File: src/rtl/sevenseg_pkg.sv
// Shared types and constants for the seven-segment display controller.
// Also holds the per-nibble add-3 step used by the double-dabble converter.
package sevenseg_pkg;

   typedef enum logic [1:0] {
      IDLE,
      CONV,
      HOLD
   } state_e;

   localparam logic [3:0]  DIGIT_DASH  = 4'hF;
   localparam int unsigned MAX_DISPLAY = 9999;

   localparam logic [1:0] OWNER_NONE = 2'b00;
   localparam logic [1:0] OWNER_A    = 2'b01;
   localparam logic [1:0] OWNER_B    = 2'b10;

   // Any nibble >= 5 must be corrected before the next shift doubles it.
   function automatic logic [15:0] bcd_add3(input logic [15:0] b);
      logic [15:0] r;
      for (int i = 0; i < 4; i++) begin
         r[i*4 +: 4] = (b[i*4 +: 4] >= 4'd5) ? b[i*4 +: 4] + 4'd3 : b[i*4 +: 4];
      end
      return r;
   endfunction

endpackage

File: src/rtl/bin2bcd_seq.sv
// Iterative double-dabble: one shift-and-add-3 per cycle, VAL_W cycles per value.
// done pulses for one cycle once bcd holds the final result.
module bin2bcd_seq
   import sevenseg_pkg::*;
#(
   parameter int VAL_W = 14
) (
   input  logic             clk,
   input  logic             clr,
   input  logic             start,
   input  logic [VAL_W-1:0] bin,
   output logic             done,
   output logic [15:0]      bcd
);

   localparam int CNT_W = (VAL_W > 1) ? $clog2(VAL_W) : 1;

   logic [VAL_W-1:0] bin_q, bin_d;
   logic [15:0]      bcd_q, bcd_d;
   logic [CNT_W-1:0] cnt_q, cnt_d;
   logic             active_q, active_d;
   logic             done_q, done_d;
   logic [15+VAL_W:0] shift;

   always_comb begin
      shift    = {bcd_add3(bcd_q), bin_q} << 1;
      bin_d    = bin_q;
      bcd_d    = bcd_q;
      cnt_d    = cnt_q;
      active_d = active_q;
      done_d   = 1'b0;
      if (start) begin
         bin_d    = bin;
         bcd_d    = '0;
         cnt_d    = '0;
         active_d = 1'b1;
      end else if (active_q) begin
         bcd_d = shift[15+VAL_W:VAL_W];
         bin_d = shift[VAL_W-1:0];
         cnt_d = cnt_q + CNT_W'(1);
         if (cnt_q == CNT_W'(VAL_W - 1)) begin
            active_d = 1'b0;
            done_d   = 1'b1;
         end
      end
   end

   always_ff @(posedge clk) begin
      if (clr) begin
         bin_q    <= '0;
         bcd_q    <= '0;
         cnt_q    <= '0;
         active_q <= 1'b0;
         done_q   <= 1'b0;
      end else begin
         bin_q    <= bin_d;
         bcd_q    <= bcd_d;
         cnt_q    <= cnt_d;
         active_q <= active_d;
         done_q   <= done_d;
      end
   end

   assign done = done_q;
   assign bcd  = bcd_q;

endmodule

File: src/rtl/sevenseg_display_ctrl.sv
// Round-robin share of a 4-digit seven-segment display between two requesters.
// Granted value is converted to BCD, shown atomically, then held HOLD_CYCLES.
module sevenseg_display_ctrl
   import sevenseg_pkg::*;
#(
   parameter int VAL_W       = 14,
   parameter int HOLD_CYCLES = 100000000,
   parameter int HOLD_W      = 27
) (
   input  logic             clk,
   input  logic             clr,
   input  logic             req_a,
   input  logic [VAL_W-1:0] val_a,
   input  logic             req_b,
   input  logic [VAL_W-1:0] val_b,
   output logic             ack_a,
   output logic             ack_b,
   output logic [3:0]       ones,
   output logic [3:0]       tens,
   output logic [3:0]       hundreds,
   output logic [3:0]       thousands,
   output logic [1:0]       owner,
   output logic             busy
);

   state_e            state_q, state_d;
   logic              rr_q, rr_d;       // 1: B wins the next tie
   logic              ack_a_q, ack_a_d;
   logic              ack_b_q, ack_b_d;
   logic [1:0]        owner_q, owner_d;
   logic [1:0]        pend_q, pend_d;
   logic              oor_q, oor_d;
   logic              busy_q, busy_d;
   logic [HOLD_W-1:0] hold_q, hold_d;
   logic [3:0][3:0]   dig_q, dig_d;

   logic             grant_a, grant_b;
   logic [VAL_W-1:0] sel_val;
   logic             sel_oor;
   logic             conv_start;
   logic             conv_done;
   logic [15:0]      conv_bcd;

   bin2bcd_seq #(
      .VAL_W (VAL_W)
   ) u_bin2bcd (
      .clk   (clk),
      .clr   (clr),
      .start (conv_start),
      .bin   (sel_val),
      .done  (conv_done),
      .bcd   (conv_bcd)
   );

   always_comb begin
      grant_a    = (state_q == IDLE) && req_a && (!req_b || !rr_q);
      grant_b    = (state_q == IDLE) && req_b && (!req_a ||  rr_q);
      sel_val    = grant_b ? val_b : val_a;
      sel_oor    = 32'(sel_val) > MAX_DISPLAY;
      // Out-of-range captures never start the converter.
      conv_start = (grant_a || grant_b) && !sel_oor;

      state_d = state_q;
      rr_d    = rr_q;
      ack_a_d = 1'b0;
      ack_b_d = 1'b0;
      owner_d = owner_q;
      pend_d  = pend_q;
      oor_d   = oor_q;
      hold_d  = hold_q;
      dig_d   = dig_q;

      case (state_q)
         IDLE: begin
            if (grant_a || grant_b) begin
               ack_a_d = grant_a;
               ack_b_d = grant_b;
               rr_d    = grant_a;
               pend_d  = grant_a ? OWNER_A : OWNER_B;
               oor_d   = sel_oor;
               state_d = CONV;
            end
         end
         CONV: begin
            if (oor_q) begin
               dig_d   = {4{DIGIT_DASH}};
               owner_d = pend_q;
               hold_d  = '0;
               state_d = HOLD;
            end else if (conv_done) begin
               dig_d   = conv_bcd;
               owner_d = pend_q;
               hold_d  = '0;
               state_d = HOLD;
            end
         end
         HOLD: begin
            hold_d = hold_q + HOLD_W'(1);
            if (hold_q == HOLD_W'(HOLD_CYCLES - 1)) state_d = IDLE;
         end
         default: state_d = IDLE;
      endcase

      busy_d = (state_d != IDLE);
   end

   always_ff @(posedge clk) begin
      if (clr) begin
         state_q <= IDLE;
         rr_q    <= 1'b0;
         ack_a_q <= 1'b0;
         ack_b_q <= 1'b0;
         owner_q <= OWNER_NONE;
         pend_q  <= OWNER_NONE;
         oor_q   <= 1'b0;
         busy_q  <= 1'b0;
         hold_q  <= '0;
         dig_q   <= {4{DIGIT_DASH}};
      end else begin
         state_q <= state_d;
         rr_q    <= rr_d;
         ack_a_q <= ack_a_d;
         ack_b_q <= ack_b_d;
         owner_q <= owner_d;
         pend_q  <= pend_d;
         oor_q   <= oor_d;
         busy_q  <= busy_d;
         hold_q  <= hold_d;
         dig_q   <= dig_d;
      end
   end

   assign ack_a     = ack_a_q;
   assign ack_b     = ack_b_q;
   assign ones      = dig_q[0];
   assign tens      = dig_q[1];
   assign hundreds  = dig_q[2];
   assign thousands = dig_q[3];
   assign owner     = owner_q;
   assign busy      = busy_q;

endmodule

File: config.mk
export PLATFORM = sky130hd
export DESIGN_NAME = sevenseg_display_ctrl
export DESIGN_NICKNAME = d
export VERILOG_FILES = /design/src/rtl/sevenseg_pkg.sv /design/src/rtl/bin2bcd_seq.sv /design/src/rtl/sevenseg_display_ctrl.sv
export SDC_FILE = /design/constraint.sdc
export NUM_CORES = 1
export LEC_CHECK = 0
export ABC_AREA = 1
export CORE_ASPECT_RATIO = 0.6
export CORE_MARGIN = 8
export CORE_UTILIZATION = 40
export DETAILED_ROUTE_END_ITERATION = 6
export DONT_BUFFER_PORTS = 1
export SETUP_SLACK_MARGIN = 0.05
export SLEW_MARGIN = 20
export SYNTH_ARGS = -nofsm -noshare
export SYNTH_HDL_FRONTEND = slang
export SYNTH_SLANG_ARGS = --single-unit
export TNS_END_PERCENT = 5
File: constraint.sdc
create_clock -name clk -period 2.24 [get_ports clk]
set_clock_uncertainty 0.1 [all_clocks]
set_input_delay 0.672 -clock clk [delete_from_list [all_inputs] [get_ports clk]]
set_output_delay 0.672 -clock clk [all_outputs]
set_load 0.02 [all_outputs]
Fig. 1: run 1, I/O nets highlighted
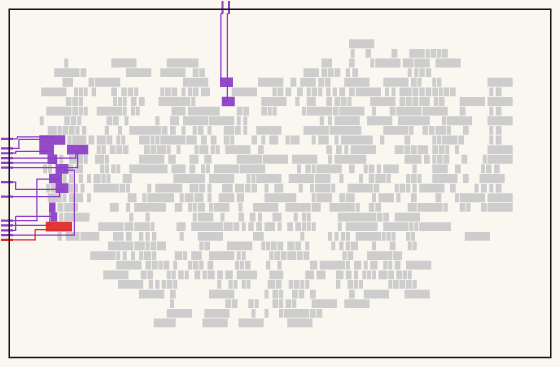
Key: val_b = purple [bits 14, direction input, edge 12 left, 2 top, end cells 14, buffers 0, wire 265 um]; ack_a = red [bits 1, direction output, edge left, end cells 1, buffers 0, wire 19.7 um]
# port buffers: 0
I/O Pins: 53

Fig. 2: run 1, placement view
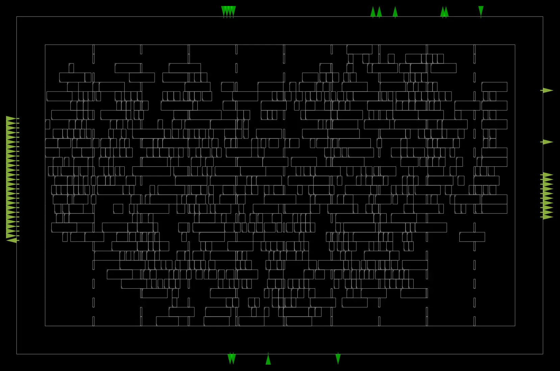
final core utilization: 48.0%
row cnt: 30
core region area: 11100 sq um

Fig. 3: run 1, wiring heat map
31 x 20 tiles, from black (low) to pale yellow (high), scaled to the fullest tile. Values are wire area over tile area, all layers added.
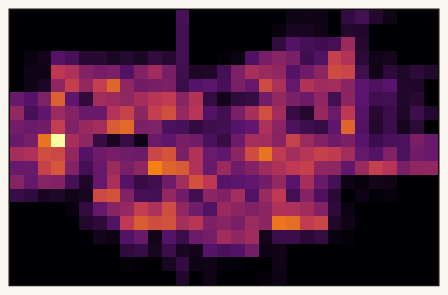
The emptiest ninth of the die: lower right. 32% of the tiles are nearly empty. The fullest tile reaches 0.62. The mean over all tiles is 0.12.
WL final: 11.5 mm
DR vias: 4113
routed len/inst: 14.3 um
total track usage: 14.5%

==> summary.txt, run 1 <==
run status -> complete, no violations
Worst Hold Launch -> clr
Synth Area in Simple Gates -> 28.7%
Post-Syn Area -> 4470 sq um
Worst-Margin Slew -> 507 ps
met1 Usage GRT -> 20.0%
Post-synth regs -> 89
Log Warnings -> 35
most frequent cells in the layout -> 140 x nand2_1, 87 x dfxtp_1, 65 x a21oi_1
yosys adder share -> 4.19%
Leading cell kind -> combinational gates
cts hold-fix bufs -> 0
nets -> 703
post-synth top area cell -> dfxtp_1
internal power -> 3270 uW
inverter count -> 67
sequential cell area share -> 33.4%
initial antenna violation count -> 0
flip-flops -> 89
Top area cell types -> dfxtp_1 40%, nand2_1 12%, a21oi_1 7.4%, nand3_1 5.9%, o21ai_0 5.4%
Crit. Startpoint -> state_q[1]
Sequential Power Share -> 40.1%
clkbuf count -> 11
Biggest consumer -> registers
later-pin clock latency in the skew report -> 340 ps
Post-DRT Antenna Nets -> 0
worst slack, placed -> 104 ps
vias in the first global route -> 3653
switch share -> 31.7%
slew margin rel. -> 66.0%
Register-to-Register Path Depth -> 15
most numerous logic cell after layout -> nand2_1
Final Critical Period -> 2130 ps
CTS tree -> yes
Post-synth ARST share -> 0%
Max clock buf depth -> 2
fmax -> 470 MHz
critical path's top delay family -> simple AND/OR/NAND/NOR gates
Die Y -> 97.9 um
Buf+Inv Stages, Crit Path -> 4
seq pwr -> 1920 uW
Yosys Instances -> 637
Biggest register -> hold_q
count of final hold-check violations -> 0
clock sinks -> 89
Comb. pwr -> 1210 uW
total power -> 4780 uW
Final Setup Violations -> 0
HPWL Detailed -> 8.01 mm
share of layout cells above drive strength 1 -> 12.4%
CP Class -> reg -> reg
Root Buffer -> clkbuf_16
max reg flops -> 27
Slew Limit Fails -> 0
met2 usage -> 20.8%
Post-Syn Area per Cell -> 7.02 sq um
grt ovf -> 0
Setup crit end -> u_bin2bcd.bin_q[4]
met3 GRT Util -> 5.38%
die area -> 14900 sq um
nonclk buf count -> 32
Initial DRC Count -> 280
global-route wire length before repair -> 18.2 mm
area share, top type -> 39.8%
maxcap violations -> 0
final worst-path setup slack -> 112 ps
reg-to-reg startpoint -> state_q[1]
postcts setup bufs -> 0
largest net degree at the start of global routing -> 41
final non-filler cell area -> 5340 sq um
H-Tree Depth -> 3
met1 WL -> 6.01 mm
Hold Crit Class -> in -> reg
YS chip area -> 4470 sq um
Clock-cell share -> 6.17%
leakage -> 0.00213 uW
buffer share of cell area -> 6.57%
TritonCTS Buffers -> 9
Via density -> 5.11
crit path DAT -> 2300 ps
CP peak stage delay -> 330 ps
Endpoint, Worst Hold -> u_bin2bcd.bin_q[9]
PD cells -> 897 nW/um^2
Fig. 4: run 1, register map, names as in the netlist
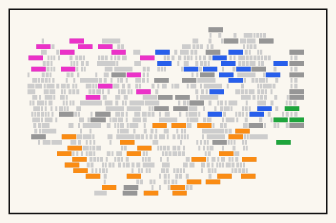

--- run 2 (diff from run 1) ---
Settings changed: ABC_CLOCK_PERIOD_IN_PS set to 2240, GPL_TIMING_DRIVEN set to 0.
Fig. 5: run 2, register map, names as in the netlist
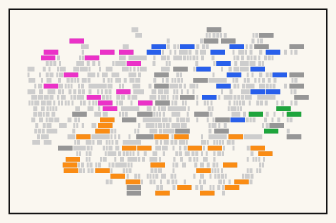
Key: u_bin2bcd.bcd = blue [sequential cells 16]; thousands = green [sequential cells 4, where middle right]; hold_q = orange [sequential cells 27]; u_bin2bcd.bin_q = magenta [sequential cells 14]
Another 28 sequential cells are not coloured.
sequential cell area share: 33.5%
final core utilization: 48.0%
Sequential Area: 1790 sq um

==> run 2 against run 1 <==
Sequential power is essentially flat. Sequential share of layout area grew 0.055 points. Via count grew 4.4%. Combinational power rose by 7%. Critical path type unchanged.
==> summary.txt, run 2 <==
final worst-path setup slack -> 19.1 ps (was 112 ps)
Worst Hold Launch -> u_bin2bcd.bin_q[11] (was clr)
area share, top type -> 39.8% (unchanged)
Post-Syn Area -> 4470 sq um (unchanged)
Hold Crit Class -> reg -> reg (was in -> reg)
final non-filler cell area -> 5340 sq um (about the same)
Crit. Startpoint -> state_q[1] (unchanged)
met3 GRT Util -> 5.25% (was 5.38%)
crit path DAT -> 2380 ps (was 2300 ps)
nonclk buf count -> 48 (was 32)
YS chip area -> 4470 sq um (unchanged)
run status -> complete, no violations (unchanged)
Setup crit end -> u_bin2bcd.bin_q[12] (was u_bin2bcd.bin_q[4])
post-synth top area cell -> dfxtp_1 (unchanged)
Worst-Margin Slew -> 624 ps (was 507 ps)
total power -> 4570 uW (was 4780 uW)
met1 WL -> 6.12 mm (was 6.01 mm)
slew margin rel. -> 58.4% (was 66.0%)
Buf+Inv Stages, Crit Path -> 5 (was 4)
routed len/inst -> 14.6 um (was 14.3 um)
Biggest consumer -> registers (unchanged)
most numerous logic cell after layout -> nand2_1 (unchanged)
global-route wire length before repair -> 19.2 mm (was 18.2 mm)
TritonCTS Buffers -> 9 (unchanged)
Post-synth regs -> 89 (unchanged)
clock sinks -> 89 (unchanged)
row cnt -> 30 (unchanged)
CP peak stage delay -> 320 ps (was 330 ps)
Yosys Instances -> 637 (unchanged)
total track usage -> 15.7% (was 14.5%)
seq pwr -> 1910 uW (was 1920 uW)
CP Class -> reg -> reg (unchanged)
Initial DRC Count -> 369 (was 280)
share of layout cells above drive strength 1 -> 15.4% (was 12.4%)
Leading cell kind -> combinational gates (unchanged)
reg-to-reg startpoint -> state_q[1] (unchanged)
nets -> 718 (was 703)
met2 usage -> 22.8% (was 20.8%)
fmax -> 450 MHz (was 470 MHz)
Post-Syn Area per Cell -> 7.02 sq um (unchanged)
switch share -> 33.9% (was 31.7%)
leakage -> 0.00210 uW (was 0.00213 uW)
max reg flops -> 27 (unchanged)
Final Setup Violations -> 0 (unchanged)
WL final -> 12.0 mm (was 11.5 mm)
flip-flops -> 89 (unchanged)
later-pin clock latency in the skew report -> 340 ps (about the same)
Synth Area in Simple Gates -> 28.7% (unchanged)
Biggest register -> hold_q (unchanged)
worst slack, placed -> -556 ps (was 104 ps)
I/O Pins -> 53 (unchanged)
postcts setup bufs -> 11 (was 0)
Clock-cell share -> 4.95% (was 6.17%)
core region area -> 11100 sq um (unchanged)
Post-synth ARST share -> 0% (unchanged)
count of final hold-check violations -> 0 (unchanged)
grt ovf -> 0 (unchanged)
H-Tree Depth -> 3 (unchanged)
PD cells -> 856 nW/um^2 (was 897 nW/um^2)
Slew Limit Fails -> 0 (unchanged)
Register-to-Register Path Depth -> 16 (was 15)
yosys adder share -> 4.19% (unchanged)
DR vias -> 4296 (was 4113)
die area -> 14900 sq um (unchanged)
CTS tree -> yes (unchanged)
met1 Usage GRT -> 21.6% (was 20.0%)
Via density -> 5.25 (was 5.11)
Root Buffer -> clkbuf_16 (unchanged)
critical path's top delay family -> simple AND/OR/NAND/NOR gates (unchanged)
Top area cell types -> dfxtp_1 40%, nand2_1 12%, a21oi_1 7.4%, nand3_1 5.9%, o21ai_0 5.4% (unchanged)
# port buffers -> 0 (unchanged)
buffer share of cell area -> 6.73% (was 6.57%)
Post-DRT Antenna Nets -> 0 (unchanged)
Sequential Power Share -> 41.9% (was 40.1%)
HPWL Detailed -> 8.65 mm (was 8.01 mm)
vias in the first global route -> 3909 (was 3653)
Fig. 6: run 2, I/O nets highlighted
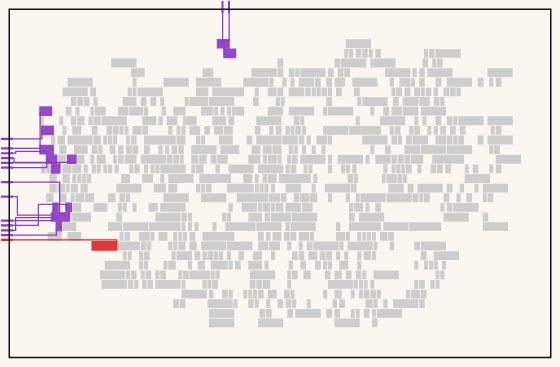
Key: val_b = purple [bits 14, direction input, edge 12 left, 2 top, end cells 14, buffers 0, wire 220 um]; ack_a = red [bits 1, direction output, edge left, end cells 1, buffers 0, wire 30.5 um]

Fig. 7: run 2, met3 routing
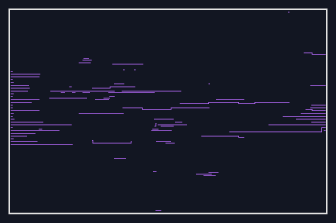

--- run 3 (diff from run 2) ---
Settings changed: ABC_CLOCK_PERIOD_IN_PS 2240 to not set, CTS_BUF_LIST set to sky130_fd_sc_hd__clkbuf_4 sky130_fd_sc_hd__clkbuf_8.
Fig. 8: run 3, met3 routing
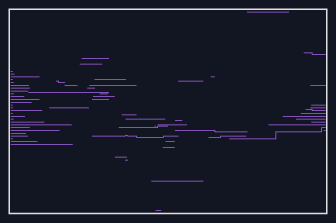
The layer holds 6.8% of the routed length. The layer carries 805 um of wire.
WL final: 11.8 mm
DR vias: 4211
met3 GRT Util: 5.11%

==> run 3 against run 2 <==
Clock power shrank 27%. Global-route usage shrank 0.19 points. Total power fell by 8.1%. Worst hold slack better by 1.3 ps. Routed wire length is 1.4% lower. Largest cell class unchanged. Worst setup slack got worse by 44 ps. Utilization shrank 0.86 points. Cell area shrank 1.8%. Critical path type unchanged. Count of clock-buffer cells in the layout unchanged. Final cell count fell by 0.61%. The flow now finishes with violations (setup timing). Non-clock buffer count decreased by 5.
==> summary.txt, run 3 <==
run status -> finished, violations left (was complete, no violations)
failing checks -> setup timing
Hold Crit Class -> reg -> reg (unchanged)
max reg flops -> 27 (unchanged)
fmax -> 442 MHz (was 450 MHz)
Worst Hold Launch -> u_bin2bcd.bin_q[7] (was u_bin2bcd.bin_q[11])
initial antenna violation count -> 0 (unchanged)
PD cells -> 800 nW/um^2 (was 856 nW/um^2)
Clock-cell share -> 3.25% (was 4.95%)
n_diodes -> 0 (unchanged)
Register-to-Register Path Depth -> 16 (unchanged)
CP peak stage delay -> 330 ps (was 320 ps)
die area -> 14900 sq um (unchanged)
grt ovf -> 0 (unchanged)
Biggest register -> hold_q (unchanged)
hold slack -> 376 ps (was 374 ps)
# port buffers -> 0 (unchanged)
global-route wire length before repair -> 19.0 mm (was 19.2 mm)
Yosys Instances -> 637 (unchanged)
slew margin rel. -> 61.2% (was 58.4%)
met2 usage -> 22.3% (was 22.8%)
most frequent cells in the layout -> 125 x nand2_1, 87 x dfxtp_1, 63 x a21oi_1 (was 128 x nand2_1, 87 x dfxtp_1, 61 x a21oi_1)
Final Cycle Share -> 101% (was 99.1%)
maxcap violations -> 0 (unchanged)
Final Critical Period -> 2260 ps (was 2220 ps)
crit path DAT -> 2460 ps (was 2380 ps)
HPWL Detailed -> 8.65 mm (unchanged)
core region area -> 11100 sq um (unchanged)
Slew Limit Fails -> 0 (unchanged)
YS chip area -> 4470 sq um (unchanged)
Setup crit start kind -> flop (unchanged)
Final Setup Violations -> 4 (was 0)
Die Y -> 97.9 um (unchanged)
Sequential Area -> 1790 sq um (unchanged)
yosys adder share -> 4.19% (unchanged)
XOR-XNOR Cells, Area Fraction -> 1.96% (unchanged)
Post-synth regs -> 89 (unchanged)
cts hold-fix bufs -> 0 (unchanged)
clkbuf count -> 12 (unchanged)
post-synth top area cell -> dfxtp_1 (unchanged)
Leading cell kind -> combinational gates (unchanged)
inverter count -> 67 (unchanged)
routed len/inst -> 14.5 um (was 14.6 um)
row cnt -> 30 (unchanged)
Via density -> 5.17 (was 5.25)
Post-Syn Area per Cell -> 7.02 sq um (unchanged)
Synth Area in Simple Gates -> 28.7% (unchanged)
Max clock buf depth -> 2 (unchanged)
Post-synth ARST share -> 0% (unchanged)
internal power -> 2700 uW (was 3020 uW)
final non-filler cell area -> 5240 sq um (was 5340 sq um)
Critical Path End Type -> flop (unchanged)
synthesis-to-layout area growth -> 17.1% (was 19.2%)
Biggest consumer -> registers (unchanged)
TritonCTS Buffers -> 9 (unchanged)
buffer share of cell area -> 6.85% (was 6.73%)
Top Layer Used -> met4 (unchanged)
CP Class -> reg -> reg (unchanged)
total track usage -> 15.5% (was 15.7%)
largest net degree at the start of global routing -> 14 (unchanged)
Die Wd -> 153 um (unchanged)
Sequential Power Share -> 45.6% (was 41.9%)
sequential cell area share -> 34.1% (was 33.5%)
switch share -> 35.6% (was 33.9%)
worst slack, placed -> -556 ps (unchanged)
share of layout cells above drive strength 1 -> 14.8% (was 15.4%)
area share, top type -> 39.8% (unchanged)
RSZ-0062 raised after global routing -> yes (unchanged)
most numerous logic cell after layout -> nand2_1 (unchanged)
count of final hold-check violations -> 0 (unchanged)
Buf+Inv Stages, Crit Path -> 5 (unchanged)
critical path's top delay family -> simple AND/OR/NAND/NOR gates (unchanged)
final worst-path setup slack -> -24.4 ps (was 19.1 ps)
CTS tree -> yes (unchanged)
H-Tree Depth -> 3 (unchanged)
postcts setup bufs -> 5 (was 11)
Worst-Margin Slew -> 582 ps (was 624 ps)
Post-Syn Area -> 4470 sq um (unchanged)
later-pin clock latency in the skew report -> 360 ps (was 340 ps)
met1 Usage GRT -> 21.4% (was 21.6%)
CP most frequent cell -> nand2_4 (unchanged)
Crit. Startpoint -> state_q[1] (unchanged)
count of library flops with an enable pin -> 0 (unchanged)
Max FO, Critical Path -> 10 (unchanged)
top-count cell post-synth -> nand2_1 (unchanged)
Top area cell types -> dfxtp_1 40%, nand2_1 12%, a21oi_1 7.4%, nand3_1 5.9%, o21ai_0 5.4% (unchanged)
nonclk buf count -> 43 (was 48)
GPL Wtd Cong -> 0.877 (unchanged)
total power -> 4190 uW (was 4570 uW)
leakage -> 0.00205 uW (was 0.00210 uW)
Log Warnings -> 36 (was 35)
Comb. pwr -> 1280 uW (was 1290 uW)
Main logic family -> simple AND/OR/NAND/NOR gates (unchanged)
Initial DRC Count -> 271 (was 369)
Endpoint, Worst Hold -> u_bin2bcd.bin_q[7] (was u_bin2bcd.bin_q[11])
Setup crit end -> u_bin2bcd.bin_q[12] (unchanged)
Worst R2R End -> u_bin2bcd.bin_q[12] (unchanged)
met1 WL -> 6.06 mm (was 6.12 mm)
reg-to-reg startpoint -> state_q[1] (unchanged)
nets -> 713 (was 718)
CP required -> 2430 ps (was 2400 ps)
Yosys Warn Count -> 0 (unchanged)
clock sinks -> 89 (unchanged)
Post-DRT Antenna Nets -> 0 (unchanged)
Root Buffer -> clkbuf_8 (was clkbuf_16)
flip-flops -> 89 (unchanged)
I/O Pins -> 53 (unchanged)
vias in the first global route -> 3851 (was 3909)
Fig. 9: run 3, register map, names as in the netlist
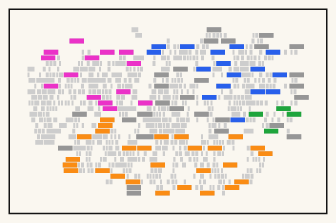
Key: thousands = green [sequential cells 4, where middle right]; u_bin2bcd.bin_q = magenta [sequential cells 14]; hold_q = orange [sequential cells 27]; u_bin2bcd.bcd = blue [sequential cells 16]
Another 28 sequential cells are not coloured.
final core utilization: 47.2%
seq pwr: 1910 uW

No activity file was given, so power comes from the tool's default toggle rates.
